Placed standard cells:
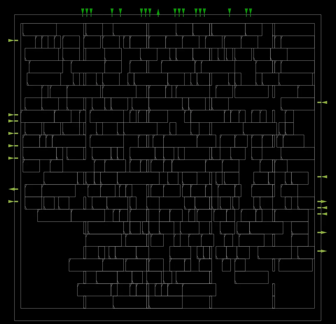
Signal metal coverage by tile:
Scale: 6 px per um. The die is cut into 13 by 13 equal tiles; dark purple is low, yellow is high, scaled to the fullest tile. Values are wire area over tile area, all layers added.
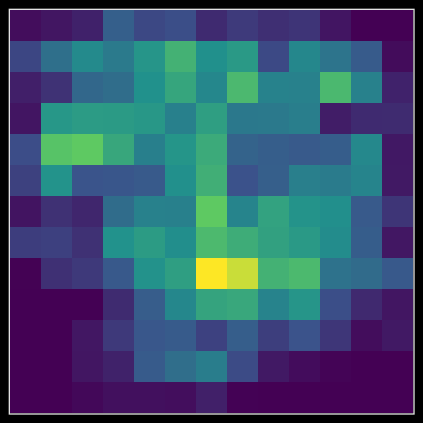
Supply network:
Scale: 8 px per um. Pins as bars on the die edge.
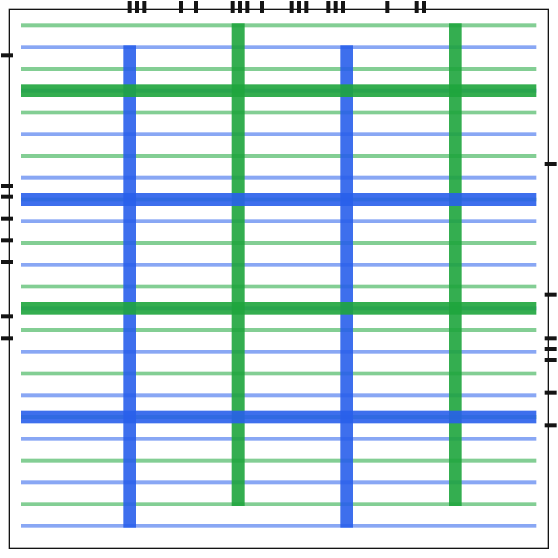
Cell sizes after repair:
Scale: 4 px per um.
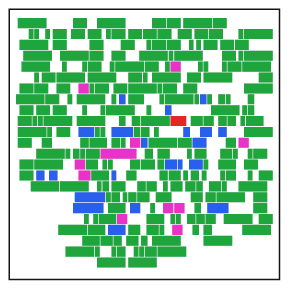
<file path="config.mk">
export PLATFORM = sky130hd
export DESIGN_NAME = i2c_write_master_flat
export DESIGN_NICKNAME = d
export VERILOG_FILES = /design/src/rtl/i2c_write_master_if.sv /design/src/rtl/i2c_write_master.sv /design/src/flat_wrapper.sv
export SDC_FILE = /design/constraint.sdc
export NUM_CORES = 1
export LEC_CHECK = 0
export ABC_CLOCK_PERIOD_IN_PS = 2400
export CORE_UTILIZATION = 50
export CTS_BUF_LIST = sky130_fd_sc_hd__clkbuf_4
export DETAILED_ROUTE_END_ITERATION = 10
export GPL_TIMING_DRIVEN = 0
export PLACE_DENSITY_LB_ADDON = 0.25
export SLEW_MARGIN = 20
export SYNTH_ARGS = -nofsm -noshare
export SYNTH_HDL_FRONTEND = slang
export SYNTH_SLANG_ARGS = --single-unit
</file>
<file path="constraint.sdc">
create_clock -name clock_25 -period 2.4 [get_ports clock_25]
set_input_delay 0.48 -clock clock_25 [delete_from_list [all_inputs] [get_ports clock_25]]
set_output_delay 0.48 -clock clock_25 [all_outputs]
set_load 0.005 [all_outputs]
</file>
<file path="src/rtl/i2c_write_master_if.sv">
// Sequencer-facing handshake and I2C pin bundle for i2c_write_master.
// The master modport is the engine's view; the slave modport is the sequencer/bus side.
interface i2c_write_master_if;
    logic        start;
    logic [7:0]  slave_address;
    logic [15:0] register_data;
    logic        busy;
    logic        done;
    logic        ack_error;
    logic        i2c_serial_data_input;
    logic        i2c_serial_data_output;
    logic        i2c_serial_clock;

    modport master (
        input  start, slave_address, register_data, i2c_serial_data_input,
        output busy, done, ack_error, i2c_serial_data_output, i2c_serial_clock
    );

    modport slave (
        output start, slave_address, register_data, i2c_serial_data_input,
        input  busy, done, ack_error, i2c_serial_data_output, i2c_serial_clock
    );
endinterface

</file>
<file path="src/rtl/i2c_write_master.sv">
// Single-shot 3-byte I2C write engine (START, address, register, payload, STOP).
// Optional NACK retry is built only when the macro I2C_RETRY_EN is defined.
module i2c_write_master #(
    parameter int unsigned CLK_DIV = 62
`ifdef I2C_RETRY_EN
    , parameter int unsigned MAX_RETRY = 3
`endif
) (
    input  logic                clock_25,
    input  logic                reset,
    i2c_write_master_if.master  bus
);

    localparam int unsigned DIV_W = $clog2(CLK_DIV);
    localparam logic [DIV_W-1:0] DIV_MAX = DIV_W'(CLK_DIV - 1);
`ifdef I2C_RETRY_EN
    localparam int unsigned RETRY_W = $clog2(MAX_RETRY + 2);
`endif

    typedef enum logic [2:0] {
        S_IDLE  = 3'd0,
        S_START = 3'd1,
        S_BIT   = 3'd2,
        S_ACK   = 3'd3,
        S_STOP  = 3'd4,
        S_DONE  = 3'd5
`ifdef I2C_RETRY_EN
        , S_RETRY_WAIT = 3'd6
`endif
    } state_e;

    state_e           state_q, state_d;
    logic [1:0]       qtr_q, qtr_d;
    logic [DIV_W-1:0] div_q, div_d;
    logic [2:0]       bit_cnt_q, bit_cnt_d;
    logic [1:0]       byte_cnt_q, byte_cnt_d;
    logic [23:0]      shift_q, shift_d;
    logic             busy_q, busy_d;
    logic             done_q, done_d;
    logic             ack_error_q, ack_error_d;
    logic             scl_q, scl_d;
    logic             sda_q, sda_d;
    logic             sda_meta_q, sda_meta_d;
    logic             sda_sync_q, sda_sync_d;
`ifdef I2C_RETRY_EN
    logic [23:0]        data_q, data_d;
    logic [RETRY_W-1:0] retry_q, retry_d;
`endif
    logic             quarter_tick;
    logic             active;

    // State, counters, pins and SDA synchronizer registers.
    always_ff @(posedge clock_25) begin
        if (reset) begin
            state_q     <= S_IDLE;
            qtr_q       <= 2'd0;
            div_q       <= '0;
            bit_cnt_q   <= 3'd0;
            byte_cnt_q  <= 2'd0;
            shift_q     <= 24'd0;
            busy_q      <= 1'b0;
            done_q      <= 1'b0;
            ack_error_q <= 1'b0;
            scl_q       <= 1'b1;
            sda_q       <= 1'b1;
            sda_meta_q  <= 1'b1;
            sda_sync_q  <= 1'b1;
`ifdef I2C_RETRY_EN
            data_q      <= 24'd0;
            retry_q     <= '0;
`endif
        end else begin
            state_q     <= state_d;
            qtr_q       <= qtr_d;
            div_q       <= div_d;
            bit_cnt_q   <= bit_cnt_d;
            byte_cnt_q  <= byte_cnt_d;
            shift_q     <= shift_d;
            busy_q      <= busy_d;
            done_q      <= done_d;
            ack_error_q <= ack_error_d;
            scl_q       <= scl_d;
            sda_q       <= sda_d;
            sda_meta_q  <= sda_meta_d;
            sda_sync_q  <= sda_sync_d;
`ifdef I2C_RETRY_EN
            data_q      <= data_d;
            retry_q     <= retry_d;
`endif
        end
    end

    // Next-state, counters and pin levels; pins are derived from the next state so they change with it.
    always_comb begin
        state_d     = state_q;
        qtr_d       = qtr_q;
        div_d       = div_q;
        bit_cnt_d   = bit_cnt_q;
        byte_cnt_d  = byte_cnt_q;
        shift_d     = shift_q;
        busy_d      = busy_q;
        done_d      = 1'b0;
        ack_error_d = ack_error_q;
        sda_meta_d  = bus.i2c_serial_data_input;
        sda_sync_d  = sda_meta_q;
`ifdef I2C_RETRY_EN
        data_d      = data_q;
        retry_d     = retry_q;
`endif
        active       = (state_q != S_IDLE) && (state_q != S_DONE);
        quarter_tick = active && (div_q == DIV_MAX);

        if (quarter_tick) begin
            div_d = '0;
        end else if (active) begin
            div_d = div_q + DIV_W'(1);
        end else begin
            div_d = '0;
        end

        case (state_q)
            S_IDLE: begin
                if (bus.start) begin
                    shift_d     = {bus.slave_address, bus.register_data};
                    busy_d      = 1'b1;
                    ack_error_d = 1'b0;
                    div_d       = '0;
                    qtr_d       = 2'd0;
                    bit_cnt_d   = 3'd0;
                    byte_cnt_d  = 2'd0;
                    state_d     = S_START;
`ifdef I2C_RETRY_EN
                    data_d      = {bus.slave_address, bus.register_data};
                    retry_d     = '0;
`endif
                end else begin
                    state_d = S_IDLE;
                end
            end
            S_START: begin
                if (quarter_tick) begin
                    if (qtr_q == 2'd1) begin
                        qtr_d   = 2'd0;
                        state_d = S_BIT;
                    end else begin
                        qtr_d = qtr_q + 2'd1;
                    end
                end else begin
                    state_d = S_START;
                end
            end
            S_BIT: begin
                if (quarter_tick) begin
                    qtr_d = qtr_q + 2'd1;
                    if (qtr_q == 2'd3) begin
                        shift_d = {shift_q[22:0], 1'b0};
                        if (bit_cnt_q == 3'd7) begin
                            bit_cnt_d = 3'd0;
                            state_d   = S_ACK;
                        end else begin
                            bit_cnt_d = bit_cnt_q + 3'd1;
                        end
                    end else begin
                        bit_cnt_d = bit_cnt_q;
                    end
                end else begin
                    state_d = S_BIT;
                end
            end
            S_ACK: begin
                // ack_error doubles as the "abort remaining bytes" flag for this attempt.
                if (quarter_tick) begin
                    qtr_d = qtr_q + 2'd1;
                    if (qtr_q == 2'd2) begin
                        ack_error_d = ack_error_q | sda_sync_q;
                    end else if (qtr_q == 2'd3) begin
                        if (ack_error_q || (byte_cnt_q == 2'd2)) begin
                            state_d = S_STOP;
                        end else begin
                            byte_cnt_d = byte_cnt_q + 2'd1;
                            state_d    = S_BIT;
                        end
                    end else begin
                        state_d = S_ACK;
                    end
                end else begin
                    state_d = S_ACK;
                end
            end
            S_STOP: begin
                if (quarter_tick) begin
                    qtr_d = qtr_q + 2'd1;
                    if (qtr_q == 2'd3) begin
`ifdef I2C_RETRY_EN
                        if (ack_error_q && (retry_q != RETRY_W'(MAX_RETRY))) begin
                            retry_d = retry_q + RETRY_W'(1);
                            state_d = S_RETRY_WAIT;
                        end else begin
                            state_d = S_DONE;
                        end
`else
                        state_d = S_DONE;
`endif
                    end else begin
                        state_d = S_STOP;
                    end
                end else begin
                    state_d = S_STOP;
                end
            end
`ifdef I2C_RETRY_EN
            S_RETRY_WAIT: begin
                if (quarter_tick) begin
                    qtr_d = qtr_q + 2'd1;
                    if (qtr_q == 2'd3) begin
                        shift_d     = data_q;
                        ack_error_d = 1'b0;
                        bit_cnt_d   = 3'd0;
                        byte_cnt_d  = 2'd0;
                        state_d     = S_START;
                    end else begin
                        state_d = S_RETRY_WAIT;
                    end
                end else begin
                    state_d = S_RETRY_WAIT;
                end
            end
`endif
            S_DONE: begin
                done_d  = 1'b1;
                busy_d  = 1'b0;
                state_d = S_IDLE;
            end
            default: begin
                state_d = S_IDLE;
                busy_d  = 1'b0;
            end
        endcase

        scl_d = 1'b1;
        sda_d = 1'b1;
        case (state_d)
            S_START: begin
                sda_d = (qtr_d == 2'd0);
            end
            S_BIT: begin
                scl_d = (qtr_d == 2'd1) || (qtr_d == 2'd2);
                sda_d = shift_d[23];
            end
            S_ACK: begin
                scl_d = (qtr_d == 2'd1) || (qtr_d == 2'd2);
            end
            S_STOP: begin
                scl_d = (qtr_d != 2'd0);
                sda_d = qtr_d[1];
            end
            default: begin
                scl_d = 1'b1;
                sda_d = 1'b1;
            end
        endcase
    end

    assign bus.busy                   = busy_q;
    assign bus.done                   = done_q;
    assign bus.ack_error              = ack_error_q;
    assign bus.i2c_serial_clock       = scl_q;
    assign bus.i2c_serial_data_output = sda_q;

endmodule
</file>
<file path="src/flat_wrapper.sv">
// flat-port wrapper written by rule: the top's interface ports become plain ports
module i2c_write_master_flat 
#(
    parameter int unsigned CLK_DIV = 62

)
  (clock_25, reset, bus_start, bus_slave_address, bus_register_data, bus_i2c_serial_data_input, bus_busy, bus_done, bus_ack_error, bus_i2c_serial_data_output, bus_i2c_serial_clock);
  i2c_write_master_if bus_i ();
  input  logic clock_25;
  input  logic reset;
  input wire logic [$bits(bus_i.start)-1:0] bus_start;
  input wire logic [$bits(bus_i.slave_address)-1:0] bus_slave_address;
  input wire logic [$bits(bus_i.register_data)-1:0] bus_register_data;
  input wire logic [$bits(bus_i.i2c_serial_data_input)-1:0] bus_i2c_serial_data_input;
  output wire logic [$bits(bus_i.busy)-1:0] bus_busy;
  output wire logic [$bits(bus_i.done)-1:0] bus_done;
  output wire logic [$bits(bus_i.ack_error)-1:0] bus_ack_error;
  output wire logic [$bits(bus_i.i2c_serial_data_output)-1:0] bus_i2c_serial_data_output;
  output wire logic [$bits(bus_i.i2c_serial_clock)-1:0] bus_i2c_serial_clock;
  assign bus_i.start = bus_start;
  assign bus_i.slave_address = bus_slave_address;
  assign bus_i.register_data = bus_register_data;
  assign bus_i.i2c_serial_data_input = bus_i2c_serial_data_input;
  assign bus_busy = bus_i.busy;
  assign bus_done = bus_i.done;
  assign bus_ack_error = bus_i.ack_error;
  assign bus_i2c_serial_data_output = bus_i.i2c_serial_data_output;
  assign bus_i2c_serial_clock = bus_i.i2c_serial_clock;
  i2c_write_master #(.CLK_DIV(CLK_DIV)) u_core (.clock_25(clock_25), .reset(reset), .bus(bus_i));
endmodule
</file>
==> flow_summary.ini <==
; flow metrics
[worst_hold_path]
hold_depth = 1
hp-start = u_core.sda_meta_q$_SDFF_PP1_

[clock_network]
cts_sinks = 47
cts_buffer_depth = 2

[route]
antenna_left = 0
drc = 0
vias = 1887

[pwr]
power_frac_clock_pct = 27.1
powerDensity_nw_per_um2 = 532.4
p_seq_share_pct = 60.1
switching_power_w = 0.0003626
p_clk_w = 0.000376
combinationalPower_w = 0.000177
vdd_drop_max_mv = 0.3376
combPwrFrac_pct = 12.8
switching_share_pct = 26.14

[cells_and_area]
nNetsFinal = 304
diodes = 0
syn_to_final_growth_pct = 22.54
num-multi-input-gates = 155
seq_cells = 47
n_fill_cell = 362
logic_area_um2 = 1102
inv_count = 9
nNonClkBuffers = 48
clkCellAreaFrac_pct = 2.209
fin_area_um2 = 2605

[critical_path]
r2r_slack_ns = 0.12
crit_fanout = 3
crit_start = u_core.qtr_q[0]$_SDFF_PP0_
cp_data_required_time_ns = 2.68
reg2reg_depth = 10
start_kind = flop
r2r_end = u_core.bus.i2c_serial_data_output$_SDFF_PP1_
crit_type = reg2reg
endpoint_kind = flop

[flow_run]
max_cap_viol_count = 0

[logic_synthesis]
xor_area_share_pct = 2.060
yosysWarnings = 0
postSynthSeqShare_pct = 44.26
syn_avg_cell_area_um2 = 9.406
mux_area_share_pct = 1.001
ys_sh_aoi_pct = 20.07
fp_nets = 264
ys_ff = 47
ys_chip_area_um2 = 2126
syn-cell-area_um2 = 2126

[global_route]
grt_max_degree = 16
grt_pass1_vias = 1616
antenna_found_initial = 0
track_usage_pct = 22.34

[place]
pre_cts_ws_ns = -0.3607
placed_cell_area_um2 = 2509
numPortBuffers = 32

[floorplanning]
die_y_um = 67.21
pin_count = 33
fp_util_pct = 52.76

[run_status]
status = finished, final reports clean

[sta]
finalSetupTns_ns = 0
hold_violations = 0
drv_slew = 0
Notes on 'placed standard cells' above:
Core Rows: 23
core area: 4029 um^2

Notes on 'signal metal coverage by tile' above:
The mean over all tiles is 0.17. The densest ninth of the die: middle. 21% of the tiles are over half the peak.

Notes on 'supply network' above:
VSS: drawn in blue. VDD: drawn in green.
33 signal pins sit on the boundary. The core has 23 rows. 4 straps on met5.

Notes on 'cell sizes after repair' above:
x3 and x4: drawn in magenta, cells 11, most used clkbuf_4. x6 and larger: drawn in red, cells 1, most used buf_6. x1 and smaller: drawn in green, cells 234, most used dfxtp_1. x2: drawn in blue, cells 21, most used buf_2.

[critical path, cell delays in order (launching register included)]
cell and delay, ns:
dfxtp_2 0.35, inv_2 0.08, ha_4 0.20, or4b_1 0.50, o211ai_1 0.10, a22o_1 0.18
inv_1 0.07, ha_1 0.19, a2111o_1 0.35, o21ai_1 0.08, o211ai_1 0.10
[per-layer routing]
metal,vias up,global-route usage [%],part of all wire (%)
met5,-,0,0
met4,0,9.574,1.6
met3,8,3.716,4.5
met2,48,34.13,47
met1,894,30.84,47
li1,937,-,-
[stage by stage]
stage | cells | hold WS (ns) | total power [W]
after CTS | 316 | 0.4369 | 0.001392
after floorplan | 226 | 0.3895 | 0.0009454
after global placement | 308 | 0.3917 | 0.001020
after detailed placement | 308 | 0.4030 | 0.001025
final | 317 | 0.4316 | 0.001387
after global routing | 317 | 0.4558 | 0.001443
[registers in the layout, summed over array words and instances, names as in the netlist, 2 cells and up]
signal / count
u_core.qtr_q: 2
u_core.div_q: 6
u_core.byte_cnt_q: 2
u_core.bit_cnt_q: 3
u_core.shift_q: 24
u_core.state_q: 3
[cells in the mapped netlist (4+ instances only)]
master | count | area (um^2)
clkbuf_1 | 9 | 33.78
xnor2_1 | 4 | 35.03
nor2_1 | 44 | 165.2
and2_1 | 4 | 25.02
buf_2 | 4 | 20.02
a222oi_1 | 22 | 220.2
dfxtp_1 | 47 | 940.9
ha_1 | 10 | 125.1
nand2_1 | 7 | 26.28
o21ai_0 | 4 | 20.02
inv_1 | 8 | 30.03
a21oi_1 | 6 | 30.03
[what timing repair did]
item	in CTS	in global routing
resized	1	12
pin swaps	0	4
gates cloned	0	0
setup buffers	1	1
endpoints found under the setup margin	1	2
Power figures rest on the tool's default switching activity, not on a simulated workload.
